===== src/rtl/led_scan_pkg.sv =====
// Shared types for the LED scanner display blocks.
// Holds the configuration mode encoding, the sequencer state set and the
// default number of physical LEDs on the board.
package led_scan_pkg;

  localparam int DEFAULT_NUM_LEDS = 10;

  // Encoding matches the cfg_mode port values.
  typedef enum logic [1:0] {
    MODE_BOUNCE = 2'd0,
    MODE_WRAP   = 2'd1,
    MODE_FILL   = 2'd2,
    MODE_BLINK  = 2'd3
  } mode_e;

  typedef enum logic [2:0] {
    ST_IDLE,
    ST_BOUNCE,
    ST_WRAP,
    ST_FILL,
    ST_BLINK
  } state_e;

  // Active state entered for a given configured mode.
  function automatic state_e mode_to_state(mode_e m);
    case (m)
      MODE_BOUNCE: return ST_BOUNCE;
      MODE_WRAP:   return ST_WRAP;
      MODE_FILL:   return ST_FILL;
      default:     return ST_BLINK;
    endcase
  endfunction

endpackage


===== src/rtl/led_tick_prescaler.sv =====
// Step-tick prescaler for display sequencers.
// Counts 0..D-1 with D = max(div, 1) and flags the last count as a tick.
// Ports:
//   clk    - system clock, rising edge
//   rst_n  - asynchronous active-low reset
//   clear  - holds the count at zero and suppresses tick
//   div    - clocks per tick (0 behaves as 1)
//   tick   - high during the cycle whose count is D-1
module led_tick_prescaler #(
  parameter int DIV_W = 24
) (
  input  logic             clk,
  input  logic             rst_n,
  input  logic             clear,
  input  logic [DIV_W-1:0] div,
  output logic             tick
);

  logic [DIV_W-1:0] count;
  logic [DIV_W-1:0] last;

  // A divide value of zero collapses onto one, so the terminal count is zero.
  assign last = (div == '0) ? '0 : div - 1'b1;
  assign tick = !clear && (count == last);

  // Free-running counter that restarts after each tick or while cleared.
  always_ff @(posedge clk or negedge rst_n) begin
    if (!rst_n) begin
      count <= '0;
    end else if (clear || tick) begin
      count <= '0;
    end else begin
      count <= count + 1'b1;
    end
  end

endmodule


===== src/rtl/led_scan_controller.sv =====
// Start/stop sequencer for the LED scanner display.
// Steps one of four patterns (bounce, wrap-scan, fill/drain, blink) at a
// prescaled rate; mode and divide are configured by handshake while idle.
// Ports:
//   clk, rst_n  - system clock and asynchronous active-low reset
//   cfg_valid   - configuration offer; cfg_ready high only while idle
//   cfg_mode    - 0 bounce, 1 wrap-scan, 2 fill/drain, 3 blink
//   cfg_div     - clocks per pattern step (0 behaves as 1)
//   run         - level: 1 sequences, 0 stops and blanks the LEDs
//   leds        - LED drive, bit 0 leftmost
//   busy        - high in any active state
//   cycle_done  - one-clock pulse at the end of every full pattern period
module led_scan_controller
  import led_scan_pkg::*;
#(
  parameter int NUM_LEDS    = DEFAULT_NUM_LEDS,
  parameter int DIV_W       = 24,
  parameter int DEFAULT_DIV = 5000000
) (
  input  logic                clk,
  input  logic                rst_n,
  input  logic                cfg_valid,
  output logic                cfg_ready,
  input  logic [1:0]          cfg_mode,
  input  logic [DIV_W-1:0]    cfg_div,
  input  logic                run,
  output logic [NUM_LEDS-1:0] leds,
  output logic                busy,
  output logic                cycle_done
);

  localparam int POS_W = $clog2(NUM_LEDS + 1);
  localparam logic [POS_W-1:0]    POS_MAX = POS_W'(NUM_LEDS - 2);
  localparam logic [POS_W-1:0]    LVL_MAX = POS_W'(NUM_LEDS);
  localparam logic [NUM_LEDS-1:0] PAIR    = NUM_LEDS'(3);
  localparam logic [NUM_LEDS-1:0] ALL_ON  = '1;

  state_e           state;
  mode_e            mode_q;
  mode_e            entry_mode;
  logic [DIV_W-1:0] div_q;
  logic [POS_W-1:0] pos;
  logic [POS_W-1:0] pos_nxt;
  logic [POS_W-1:0] level;
  logic [POS_W-1:0] level_nxt;
  logic             dir_down;
  logic             dir_down_nxt;
  logic [NUM_LEDS-1:0] leds_nxt;
  logic             done_nxt;
  logic             accept;
  logic             presc_clear;
  logic             tick;

  assign accept      = cfg_valid && cfg_ready;
  // A configuration accepted on the start edge takes effect immediately.
  assign entry_mode  = accept ? mode_e'(cfg_mode) : mode_q;
  // Holding the prescaler cleared in idle makes the first tick land D clocks after entry.
  assign presc_clear = (state == ST_IDLE);

  led_tick_prescaler #(
    .DIV_W(DIV_W)
  ) u_prescaler (
    .clk   (clk),
    .rst_n (rst_n),
    .clear (presc_clear),
    .div   (div_q),
    .tick  (tick)
  );

  // Next pattern position and LED image for the current state, applied on a tick.
  always_comb begin
    pos_nxt      = pos;
    level_nxt    = level;
    dir_down_nxt = dir_down;
    leds_nxt     = leds;
    done_nxt     = 1'b0;
    case (state)
      ST_BOUNCE: begin
        if (!dir_down) begin
          if (pos == POS_MAX) begin
            dir_down_nxt = 1'b1;
            pos_nxt      = POS_MAX - 1'b1;
          end else begin
            pos_nxt = pos + 1'b1;
          end
        end else begin
          if (pos == '0) begin
            dir_down_nxt = 1'b0;
            pos_nxt      = POS_W'(1);
          end else begin
            pos_nxt  = pos - 1'b1;
            done_nxt = (pos == POS_W'(1));
          end
        end
        leds_nxt = PAIR << pos_nxt;
      end
      ST_WRAP: begin
        pos_nxt  = (pos == POS_MAX) ? '0 : pos + 1'b1;
        done_nxt = (pos == POS_MAX);
        leds_nxt = PAIR << pos_nxt;
      end
      ST_FILL: begin
        if (!dir_down) begin
          if (level == LVL_MAX) begin
            dir_down_nxt = 1'b1;
            level_nxt    = LVL_MAX - 1'b1;
          end else begin
            level_nxt = level + 1'b1;
          end
        end else begin
          if (level == '0) begin
            dir_down_nxt = 1'b0;
            level_nxt    = POS_W'(1);
          end else begin
            level_nxt = level - 1'b1;
            done_nxt  = (level == POS_W'(1));
          end
        end
        // Thermometer: the low level_nxt bits set.
        leds_nxt = ~(ALL_ON << level_nxt);
      end
      ST_BLINK: begin
        leds_nxt = ~leds;
        done_nxt = (leds == '0);
      end
      default: begin
      end
    endcase
  end

  // Sequencer state, configuration registers and all registered outputs.
  always_ff @(posedge clk or negedge rst_n) begin
    if (!rst_n) begin
      state      <= ST_IDLE;
      mode_q     <= MODE_BOUNCE;
      div_q      <= DIV_W'(DEFAULT_DIV);
      pos        <= '0;
      level      <= '0;
      dir_down   <= 1'b0;
      leds       <= '0;
      busy       <= 1'b0;
      cfg_ready  <= 1'b1;
      cycle_done <= 1'b0;
    end else begin
      case (state)
        ST_IDLE: begin
          cycle_done <= 1'b0;
          if (accept) begin
            mode_q <= mode_e'(cfg_mode);
            div_q  <= cfg_div;
          end
          if (run) begin
            state     <= mode_to_state(entry_mode);
            pos       <= '0;
            level     <= '0;
            dir_down  <= 1'b0;
            busy      <= 1'b1;
            cfg_ready <= 1'b0;
            case (entry_mode)
              MODE_BOUNCE, MODE_WRAP: leds <= PAIR;
              MODE_FILL:              leds <= '0;
              default:                leds <= ALL_ON;
            endcase
          end
        end
        default: begin
          if (!run) begin
            // Stop wins over any tick on the same edge, so no pulse is raised.
            state      <= ST_IDLE;
            leds       <= '0;
            busy       <= 1'b0;
            cfg_ready  <= 1'b1;
            cycle_done <= 1'b0;
          end else begin
            cycle_done <= tick && done_nxt;
            if (tick) begin
              pos      <= pos_nxt;
              level    <= level_nxt;
              dir_down <= dir_down_nxt;
              leds     <= leds_nxt;
            end
          end
        end
      endcase
    end
  end

endmodule

===== config.mk =====
export PLATFORM = sky130hd
export DESIGN_NAME = led_scan_controller
export DESIGN_NICKNAME = d
export VERILOG_FILES = /design/src/rtl/led_scan_pkg.sv /design/src/rtl/led_tick_prescaler.sv /design/src/rtl/led_scan_controller.sv
export SDC_FILE = /design/constraint.sdc
export NUM_CORES = 1
export LEC_CHECK = 0
export ABC_AREA = 1
export ABC_CLOCK_PERIOD_IN_PS = 3650
export CORE_ASPECT_RATIO = 1.75
export CORE_MARGIN = 2
export CORE_UTILIZATION = 30
export CTS_CLUSTER_DIAMETER = 200
export DETAILED_ROUTE_END_ITERATION = 16
export GPL_ROUTABILITY_DRIVEN = 0
export PLACE_DENSITY_LB_ADDON = 0.12
export RECOVER_POWER = 50
export SKIP_LAST_GASP = 1
export SLEW_MARGIN = 25
export SYNTH_ARGS = -nofsm -noshare
export SYNTH_HDL_FRONTEND = slang
export SYNTH_HIERARCHICAL = 1
export SYNTH_SLANG_ARGS = --single-unit

===== constraint.sdc =====
create_clock -name clk -period 3.65 [get_ports clk]
set_input_delay 0.5475 -clock clk [delete_from_list [all_inputs] [get_ports clk]]
set_output_delay 0.5475 -clock clk [all_outputs]
set_load 0.02 [all_outputs]

Fig. 1: wires at chosen ports, followed through buffers
(3 px per um)
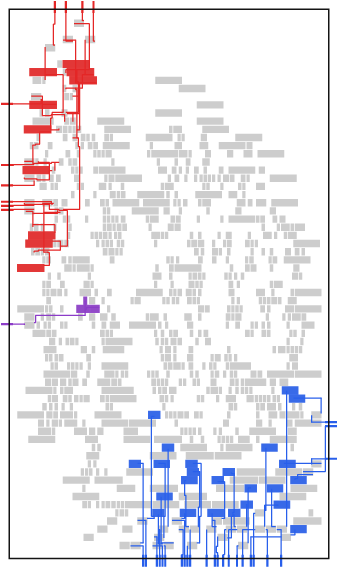
- blue: cfg_div (direction input; edge 21 south, 3 east; end cells 24; buffers 24; wire 677 um)
- purple: run (direction input; edge west; end cells 3; buffers 1; wire 34.1 um)
- red: leds (direction output; edge 6 west, 4 north; end cells 10; buffers 10; wire 497 um)
num ports: 43
Buffers on Ports: 42

==> impl_metrics.json <==
{
  "maxCapViolCount": 1,
  "hold_path_class": "flop to flop",
  "tritoncts.num_buffers": 9,
  "cts_max_level": 3,
  "slew_violations": 76,
  "critPathCaptureType": "flop",
  "postPlaceCellArea_sq_um": 6090,
  "post_drt_wl_per_cell_um": 15.1,
  "fin_ws_ns": 0.396,
  "synth_area_per_cell_sq_um": 7.25,
  "ys_types": 43,
  "total_power_mw": 5.19,
  "failed_checks": "capacitance limit, slew limit",
  "status": "finished, violations left",
  "syn_to_final_growth_pct": 16.8,
  "drive_gt1_share_pct": 12.6,
  "ys_warn_count": 6,
  "insertedDiodeCount": 0,
  "period_minus_slack_ns": 3.25,
  "cts_setup_buffers": 0,
  "critPathCapture": "pos[1]",
  "met2_usage_pct": 36.5
}
Fig. 2: placement by cell class
(2 px per um)
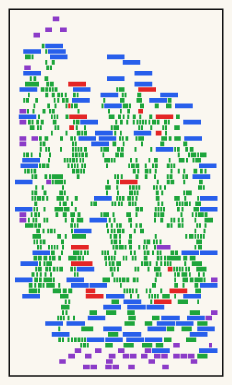
- red: clock drivers and dummy loads (cells 16)
- green: remaining logic cells (cells 665)
- blue: registers (cells 75)
- purple: remaining buffers and delay cells (cells 44)
Seq area share: 29.6%
Placement Rows: 65
share of the core filled with cells: 35.5%
CORE AREA: 18,000 sq um

